### Register map, names as in the netlist, run 1

Scale: 1.5 px per um. Other sequential cells in the stronger grey, the rest of the logic in the fainter grey.
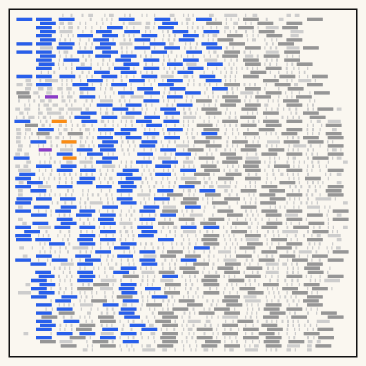
### Nets reached from selected ports, run 1

Scale: 1.5 px per um.
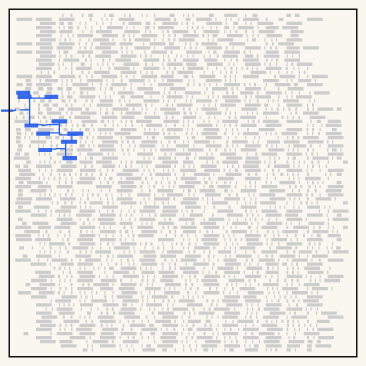
### Selected gate families, run 1

Scale: 2 px per um.
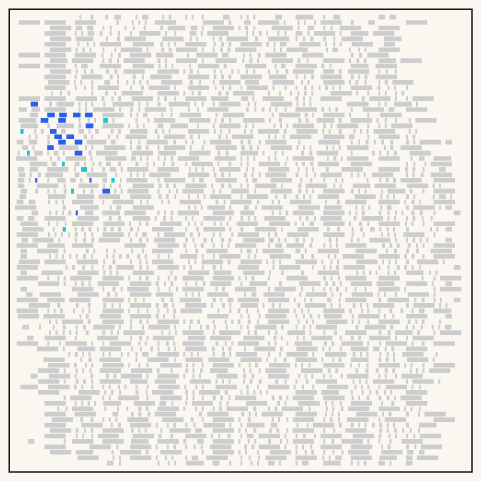
==> config.mk <==
export PLATFORM = sky130hd
export DESIGN_NAME = fft_reorder8
export DESIGN_NICKNAME = d
export VERILOG_FILES = /design/src/rtl/fft_reorder8.sv
export SDC_FILE = /design/constraint.sdc
export NUM_CORES = 1
export LEC_CHECK = 0
export ABC_AREA = 1
export CAP_MARGIN = 0
export CELL_PAD_IN_SITES_DETAIL_PLACEMENT = 2
export CELL_PAD_IN_SITES_GLOBAL_PLACEMENT = 2
export CORE_MARGIN = 2
export CORE_UTILIZATION = 44
export CTS_CLUSTER_DIAMETER = 50
export DETAILED_ROUTE_END_ITERATION = 12
export PLACE_DENSITY = 0.89
export SLEW_MARGIN = 25
export SYNTH_ARGS = -nofsm -noshare
export SYNTH_HDL_FRONTEND = slang
export SYNTH_SLANG_ARGS = --single-unit
==> constraint.sdc <==
create_clock -name clk -period 5.9 [get_ports clk]
set_input_delay 0.59 -clock clk [delete_from_list [all_inputs] [get_ports clk]]
set_output_delay 0.59 -clock clk [all_outputs]
set_load 0.02 [all_outputs]
==> src/rtl/fft_reorder8.sv <==
// fft_reorder8: reorders 8-point FFT frames from bit-reversed to natural order.
// Ports: clk, reset (async, active-low), in_* valid/ready sample input,
// out_* valid/ready sample output with out_index (bin k) and out_last (k==7).
// Optional macro FFT_REORDER_DROPCNT_EN adds drop_cnt[7:0] (stalled in_valid cycles).
module fft_reorder8 #(
  parameter int DATA_W = 16
) (
  input  logic              clk,
  input  logic              reset,
  input  logic              in_valid,
  output logic              in_ready,
  input  logic [DATA_W-1:0] in_re,
  input  logic [DATA_W-1:0] in_im,
  output logic              out_valid,
  input  logic              out_ready,
  output logic [DATA_W-1:0] out_re,
  output logic [DATA_W-1:0] out_im,
  output logic [2:0]        out_index,
  output logic              out_last
`ifdef FFT_REORDER_DROPCNT_EN
  ,
  output logic [7:0]        drop_cnt
`endif
);

  function automatic logic [2:0] bitrev3(
    input logic [2:0] v
  );
    return {v[0], v[1], v[2]};
  endfunction

  logic [DATA_W-1:0] mem_re [2][8];
  logic [DATA_W-1:0] mem_im [2][8];

  logic [1:0] full;
  logic       wbank;
  logic       rbank;
  logic [2:0] wcnt;
  logic [2:0] rcnt;

  logic       in_fire;
  logic       out_fire;
  logic       wwrap;
  logic       rwrap;
  logic [1:0] set_full;
  logic [1:0] clr_full;

  assign in_ready  = ~full[wbank];
  assign out_valid = full[rbank];
  assign in_fire   = in_valid & in_ready;
  assign out_fire  = out_valid & out_ready;
  assign wwrap     = in_fire & (wcnt == 3'd7);
  assign rwrap     = out_fire & (rcnt == 3'd7);

  always_comb begin
    set_full = '0;
    clr_full = '0;
    set_full[wbank] = wwrap;
    clr_full[rbank] = rwrap;
  end

  // Set dominates clear; they only meet on one bank if pointers coincide.
  always_ff @(posedge clk or negedge reset) begin
    if (!reset) begin
      full  <= '0;
      wbank <= 1'b0;
      rbank <= 1'b0;
      wcnt  <= '0;
      rcnt  <= '0;
    end else begin
      full <= set_full | (full & ~clr_full);
      if (in_fire) begin
        wcnt <= wcnt + 3'd1;
      end
      if (wwrap) begin
        wbank <= ~wbank;
      end
      if (out_fire) begin
        rcnt <= rcnt + 3'd1;
      end
      if (rwrap) begin
        rbank <= ~rbank;
      end
    end
  end

  // Sample storage carries no reset; validity lives in the full flags.
  always_ff @(posedge clk) begin
    if (in_fire) begin
      mem_re[wbank][bitrev3(wcnt)] <= in_re;
      mem_im[wbank][bitrev3(wcnt)] <= in_im;
    end
  end

  assign out_re    = mem_re[rbank][rcnt];
  assign out_im    = mem_im[rbank][rcnt];
  assign out_index = rcnt;
  assign out_last  = out_valid & (rcnt == 3'd7);

`ifdef FFT_REORDER_DROPCNT_EN
  always_ff @(posedge clk or negedge reset) begin
    if (!reset) begin
      drop_cnt <= '0;
    end else if (in_valid && !in_ready && drop_cnt != 8'hff) begin
      drop_cnt <= drop_cnt + 8'd1;
    end
  end
`endif

endmodule

==> summary.rpt, run 1 <==
STATUS
--------------------------------------------------------------------------------
Outcome ........................................................... finished, final reports clean

ROUTE
--------------------------------------------------------------------------------
Drt first-iter violations .........................................        1,888
Average detailed-routed wire length per instance ..................      30.9 um
Final Routed Wirelength ...........................................    90,400 um
Count of antenna-violating nets left after detailed routing .......            0
Pre-antenna DRT Iters .............................................            5

DIE
--------------------------------------------------------------------------------
Die outline width .................................................       231 um
DIE HEIGHT ........................................................       231 um
Core box area ..................................................... 51,100 sq um
Total die area .................................................... 53,200 sq um
Tap cells .........................................................          680
Cell row count ....................................................           83

FINISH
--------------------------------------------------------------------------------
Number of signal-net buffers in the layout ........................          100
Combinational gates ...............................................        1,113
Area growth syn-to-layout .........................................        14.6%
Signal inverters ..................................................          399
Most used cells in the layout excluding fill and tap cells ........ sky130_fd_sc_hd__nand2_1, sky130_fd_sc_hd__edfxtp_1, sky130_fd_sc_hd__inv_1
Sequential cells ..................................................          522
Number of clock buffer instances in the layout ....................           73

FINAL TIMING
--------------------------------------------------------------------------------
Hold_ws ...........................................................     0.288 ns
Post-route setup TNS ..............................................         0 ns
Final hold violations .............................................            0
Worst relative slew slack .........................................        15.2%
Worst-case clock skew .............................................    0.0245 ns

PLACE
--------------------------------------------------------------------------------
GP Congestion .....................................................        0.742
Placed Area ....................................................... 23,800 sq um
HPWL after detailed placement .....................................    43,200 um
Count of buffers from port buffering ..............................           73

CLOCK TREE
--------------------------------------------------------------------------------
CTS Hold Buffers Added ............................................            0
Clock latency on the worst-skew pair ..............................      0.67 ns
H-tree levels .....................................................            2
Clock tree from TritonCTS .........................................        built
Setup Buffers After CTS ...........................................            0
Quantity of gates resized following cts ...........................            0
Clock root buffer master .......................................... sky130_fd_sc_hd__clkbuf_16
Clock transition at the registers of the reported paths ...........      0.07 ns

POWER
--------------------------------------------------------------------------------
Share of total power in combinational logic .......................        35.3%
Part of the power in the clock network ............................        29.8%
Int Power .........................................................      7.98 mW
PD cells ..........................................................  519 nW/um^2
Combinational power ...............................................      4.74 mW
Reported clock group power ........................................      4.00 mW
Flop pwr share ....................................................        35.0%
Top power group ................................................... combinational cells
Switching power as a share of total power .........................        40.6%

CRITICAL PATH
--------------------------------------------------------------------------------
Crit path capture type ............................................   output pin
Origin of the worst setup path ....................................        rbank
Critical path arrival .............................................      4.50 ns
Startpoint types ..................................................         flop
Register-to-register path setup slack .............................      2.26 ns

SYNTH
--------------------------------------------------------------------------------
Nets at Floorplan .................................................        2,185
Total cell area reported by yosys after synthesis ................. 22,600 sq um
Synth Instances ...................................................        2,141
Most repeated cell in the gate-level netlist after synthesis ...... sky130_fd_sc_hd__nand2_1
Largest area contributor in the netlist ........................... sky130_fd_sc_hd__edfxtp_1
Register bit total from synthesis .................................          522
Syn Std Cell Area ................................................. 22,600 sq um
Mean post-synth cell area .........................................   10.6 sq um
Leading register cell type out of synthesis ....................... sky130_fd_sc_hd__edfxtp_1

GRT
--------------------------------------------------------------------------------
Via count of the first global-routing pass ........................       19,300
Number of antenna violations at the first check in global routing .            3
GRT Resource Usage Total ..........................................        34.2%
Remaining global-route overflow ...................................            0

JOB
--------------------------------------------------------------------------------
Max-cap violations ................................................            0
Tool warnings .....................................................           34

## Picture notes: 'Register map, names as in the netlist'
Key: `out_index` = orange [flops 3]; `full` = purple [flops 2]; `mem_im` = blue [flops 256]
sequential portion of the cell area: 60.3%
power of the sequential group: 4.70 mW
FF/Latch Area: 15,600 sq um
final design utilization: 50.7%

## Picture notes: 'Nets reached from selected ports'
Key: `reset` = blue [bits 1, direction input, edge west, end cells 10, buffers 1, wire 125 um]

## Picture notes: 'Selected gate families'
Key: inverting AOI/OAI gates = cyan [cells 8, most used o21ai_0]; NOR gates = blue [cells 19, most used nor2_4, where north-west]
most common library cell in the layout ignoring fill and taps: sky130_fd_sc_hd__nand2_1
fraction of area in multi-input gates: 18.9%
post-route insts no fill: 2,929

-- run 1: through the flow --
stage	std cells	power (mW)	worst slack, ns	util [%]
5_1_grt	2929	13.8	0.720	50.7
2_1_floorplan	2141	7.37	2.35	-
3_5_place_dp	2812	9.14	1.62	46.6
6_report	2929	13.4	0.807	50.7
4_1_cts	2925	13.4	0.864	50.6
3_3_place_gp	2812	8.76	1.79	46.6
-- run 1: metal layers --
metal / part of all wire, % / vias up / GRT usage, %
met5: 0 / - / 0
met4: 4.8 / 0 / 17.3
met3: 6.6 / 287 / 5.46
met2: 50 / 854 / 58.7
met1: 39 / 8746 / 42.0
li1: - / 7036 / -
-- run 1: critical path: stages (launching register included) --
cell	delay (ns)
sky130_fd_sc_hd__dfrtp_4	0.82
sky130_fd_sc_hd__buf_12	0.62
sky130_fd_sc_hd__buf_4	0.74
sky130_fd_sc_hd__nand2_1	0.13
sky130_fd_sc_hd__nand2_1	0.15
sky130_fd_sc_hd__nand2_1	0.10
sky130_fd_sc_hd__nand3_1	0.14
sky130_fd_sc_hd__nand3_1	0.14
sky130_fd_sc_hd__nand2_1	0.22
sky130_fd_sc_hd__clkdlybuf4s50_1	0.63
-- run 1: kinds of logic after synthesis --
logic type / after synthesis / share of synthesized area, %
AND/OR/NAND/NOR: 1094 / 20.4
adder cells (fa/ha/maj): 8 / 0.443
flip-flops: 522 / 69.1
buffers and inverters: 506 / 9.76
XOR/XNOR: 2 / 0.0775
AND-OR/OR-AND: 9 / 0.238
-- run 1: path summary, 6_finish.rpt --
check                                endpoint  depth (start not counted)
worst max-delay path               out_im[13]                          9
worst min-delay path                  wcnt[0]                          1
worst max register to register  mem_re[1][74]                          6
worst min register to register        full[0]                          2
max in group asynchronous        out_index[0]                          1
min in group clk                      full[0]                          2
### Cell area per tile, run 1

Scale: 1 px per um. 23 x 23 tiles, from dark purple (low) to yellow (high), 0 to 100% covered.
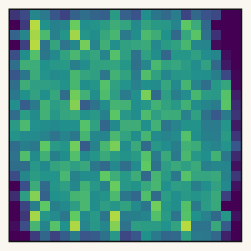

==> run 2: changes to the inputs <==
--- a/config.mk
+++ b/config.mk
@@ -7,13 +7,10 @@
 export LEC_CHECK = 0
 export ABC_AREA = 1
 export CAP_MARGIN = 0
-export CELL_PAD_IN_SITES_DETAIL_PLACEMENT = 2
-export CELL_PAD_IN_SITES_GLOBAL_PLACEMENT = 2
-export CORE_MARGIN = 2
-export CORE_UTILIZATION = 44
+export CORE_UTILIZATION = 60
 export CTS_CLUSTER_DIAMETER = 50
 export DETAILED_ROUTE_END_ITERATION = 12
-export PLACE_DENSITY = 0.89
+export PLACE_DENSITY = 0.83
 export SLEW_MARGIN = 25
 export SYNTH_ARGS = -nofsm -noshare
 export SYNTH_HDL_FRONTEND = slang
### Cell area per tile, run 2

Scale: 1.5 px per um. 20 x 20 tiles, from dark purple (low) to yellow (high), 0 to 100% covered.
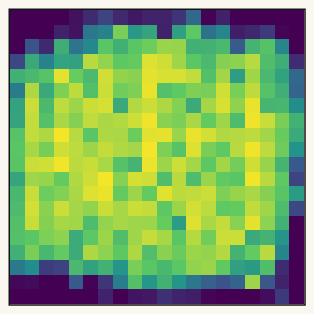
9.2% of the tiles are nearly empty. The fullest tile reaches 99%. 50% of the tiles are over 75% full. The mean over all tiles is 64%.
final design utilization: 68.2%
core utilization before placement: 61.3%
core box area: 36,900 sq um

### Selected gate families, run 2

Scale: 2 px per um.
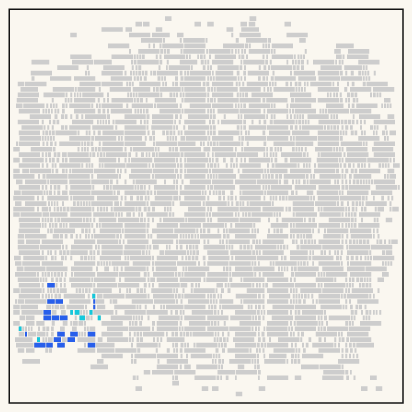
fraction of area in multi-input gates: 19.5%
post-route insts no fill: 2,730

==> run 2 against run 1 <==
- clock skew fell by 0.015 ns
- core utilization up 18 points
- register-to-register slack improved by 0.34 ns
- largest power group is now registers
- highest routed layer unchanged
==> summary.rpt, run 2 <==
ROUTE
--------------------------------------------------------------------------------
Final Routed Wirelength ...........................................    51,200 um   -43%
Count of antenna-violating nets left after detailed routing .......            0   unchanged
Pre-antenna DRT Iters .............................................            5   unchanged
Drt first-iter violations .........................................        1,804   -4.4%
Average detailed-routed wire length per instance ..................      18.8 um   -39%

SYNTH
--------------------------------------------------------------------------------
Synth Instances ...................................................        2,141   unchanged
Fraction of the yosys area taken by sequential cells ..............        69.1%
Nets at Floorplan .................................................        2,185   unchanged
Largest area contributor in the netlist ........................... sky130_fd_sc_hd__edfxtp_1
Main area contributors ............................................ sky130_fd_sc_hd__edfxtp_1, sky130_fd_sc_hd__nand2_1, sky130_fd_sc_hd__nand3_1
Most repeated cell in the gate-level netlist after synthesis ...... sky130_fd_sc_hd__nand2_1
Syn Std Cell Area ................................................. 22,600 sq um   unchanged
Leading cell types by count after synthesis ....................... sky130_fd_sc_hd__nand2_1, sky130_fd_sc_hd__edfxtp_1, sky130_fd_sc_hd__inv_1, sky130_fd_sc_hd__nand3_1, sky130_fd_sc_hd__buf_2
Largest type area fraction ........................................        68.0%
Register bit total from synthesis .................................          522   unchanged
Total cell area reported by yosys after synthesis ................. 22,600 sq um   unchanged
Mean post-synth cell area .........................................   10.6 sq um   unchanged
Leading register cell type out of synthesis ....................... sky130_fd_sc_hd__edfxtp_1
Number of flops mapped to enable cells by yosys ...................          512

FINAL TIMING
--------------------------------------------------------------------------------
Final hold violations .............................................            0   unchanged
Slack of the critical path ........................................      1.36 ns   +0.552 ns
Worst-case clock skew .............................................   0.00941 ns   -0.0151 ns
Worst relative slew slack .........................................        11.2%   -4.0 points
Final period demand of the worst path .............................      4.54 ns
Post-route setup TNS ..............................................         0 ns   unchanged

PLACE
--------------------------------------------------------------------------------
GP Congestion .....................................................        0.761   +2.5%
HPWL after detailed placement .....................................    25,500 um   -41%
Dpl ws ............................................................      1.97 ns   +0.353 ns
Placed Area ....................................................... 23,600 sq um   -0.96%
Count of buffers from port buffering ..............................           73   unchanged

CRITICAL PATH
--------------------------------------------------------------------------------
Critical path data required time ..................................      5.31 ns
Critical path buffers and inverters ...............................            3   unchanged
Crit-path max cell delay ..........................................      1.02 ns   +0.20 ns
Slowest cell on the critical path ................................. sky130_fd_sc_hd__dfrtp_2
Register-to-register path setup slack .............................      2.60 ns   +0.34 ns
Critical path arrival .............................................      3.95 ns   -0.55 ns
Start of the worst register-to-register path ......................        wbank
Worst Reg-to-Reg Cells ............................................            6   unchanged
Series of cell instances along the critical path .................. clkinv_1 -> buf_4 -> nand3_1 -> nand2_1 -> clkdlybuf4s50_1
Kind of cell adding the most delay to the critical path ........... buffers and inverters
Startpoint types ..................................................         flop
Reg-to-reg critical path endpoint ................................. mem_re[0][51]
Crit path capture type ............................................   output pin

CLOCK TREE
--------------------------------------------------------------------------------
Clock latency on the worst-skew pair ..............................      0.56 ns   -0.11 ns
Clock root buffer master .......................................... sky130_fd_sc_hd__clkbuf_16
Clock transition at the registers of the reported paths ...........      0.06 ns   about the same
Setup Buffers After CTS ...........................................            0   unchanged
H-tree levels .....................................................            2   unchanged
Clock Tree Buf Depth ..............................................            3
Quantity of gates resized following cts ...........................            0   unchanged
CTS Hold Buffers Added ............................................            0   unchanged
Clock tree from TritonCTS .........................................        built

GRT
--------------------------------------------------------------------------------
Busiest layer in global routing ...................................         met2
Met3 Resource Use GR ..............................................        4.28%   -1.2 points
Remaining global-route overflow ...................................            0   unchanged
Met1 global-route usage ...........................................        35.4%   -6.6 points
Number of antenna violations at the first check in global routing .            2   -1
GR Util met2 ......................................................        46.5%   -12 points
GRT Resource Usage Total ..........................................        27.4%   -6.8 points
Via count of the first global-routing pass ........................       14,800   -24%

FINISH
--------------------------------------------------------------------------------
Most used cells in the layout excluding fill and tap cells ........ sky130_fd_sc_hd__nand2_1, sky130_fd_sc_hd__edfxtp_1, sky130_fd_sc_hd__inv_1
Area growth syn-to-layout .........................................        11.3%
Most common library cell in the layout ignoring fill and taps ..... sky130_fd_sc_hd__nand2_1

DIE
--------------------------------------------------------------------------------
Total die area .................................................... 38,500 sq um   -28%
Cell row count ....................................................           70   -16%
DIE HEIGHT ........................................................       196 um   -15%
Die outline width .................................................       196 um   -15%

STATUS
--------------------------------------------------------------------------------
Outcome ........................................................... finished, final reports clean

POWER
--------------------------------------------------------------------------------
Total power .......................................................      11.7 mW   -13%
Worst IR drop on VDD ..............................................     0.897 mV
PD cells ..........................................................  463 nW/um^2   -11%

JOB
--------------------------------------------------------------------------------
Max-cap violations ................................................            0   unchanged
Tool warnings .....................................................           39   +15%

[run 2: cell counts after synthesis]
Identical to the previous run, type by type.
[run 2: worst max-delay path by stage]
stage,to,depth (start not counted),start
2_1_floorplan,mem_im[0][16],4,full[0]
3_3_place_gp,out_im[9],5,out_index[2]
3_5_place_dp,out_im[9],5,out_index[2]
4_1_cts,out_im[9],5,out_index[2]
5_1_grt,out_im[9],5,out_index[2]
6_report,out_im[9],5,out_index[2]
[run 2: kinds of logic after synthesis]
logic type               synth area share (%)
AND/OR/NAND/NOR                          20.4
buffers and inverters                    9.76
flip-flops                               69.1
AND-OR/OR-AND                           0.238
XOR/XNOR                               0.0775
adder cells (fa/ha/maj)                 0.443
[run 2: routing by layer]
| layer | share of wire, % | wire length (um) | up-vias |
|---|---|---|---|
| met4 | 3.6 | 1860 | 0 |
| met5 | 0 | 0 | - |
| met2 | 49 | 25100 | 851 |
| met1 | 38 | 19400 | 7002 |
| li1 | - | - | 6998 |
| met3 | 9.4 | 4800 | 138 |
[run 2: final cells by class]
cell class	count	area [sq um]	share of cell area (%)
Timing Repair Buffer	98	963	3.83
Clock inverter	25	144	0.572
Tap cell	504	631	2.51
Clock buffer	67	1380	5.48
Sequential cell	522	15600	62.1
Inverter	399	1510	5.99
Multi-Input combinational cell	1113	4890	19.5
Antenna cell	2	5.00	0.0199
[run 2: per-stage QoR]
step	utilization (%)	hold WS (ns)	instances
after CTS	68.1	0.385	2727
after global routing	68.2	0.410	2729
after detailed placement	64.0	0.493	2635
final	68.2	0.393	2730
after global placement	64.0	0.474	2635
after floorplan	-	0.294	2141
[run 2: power by group]
group	leakage (nW)	internal, mW	switching, mW
Combinational	5.15	1.31	2.72
Sequential	4.74	4.41	0.239
Clock	0.746	1.68	1.31
Power is estimated from default activity; no workload was simulated.
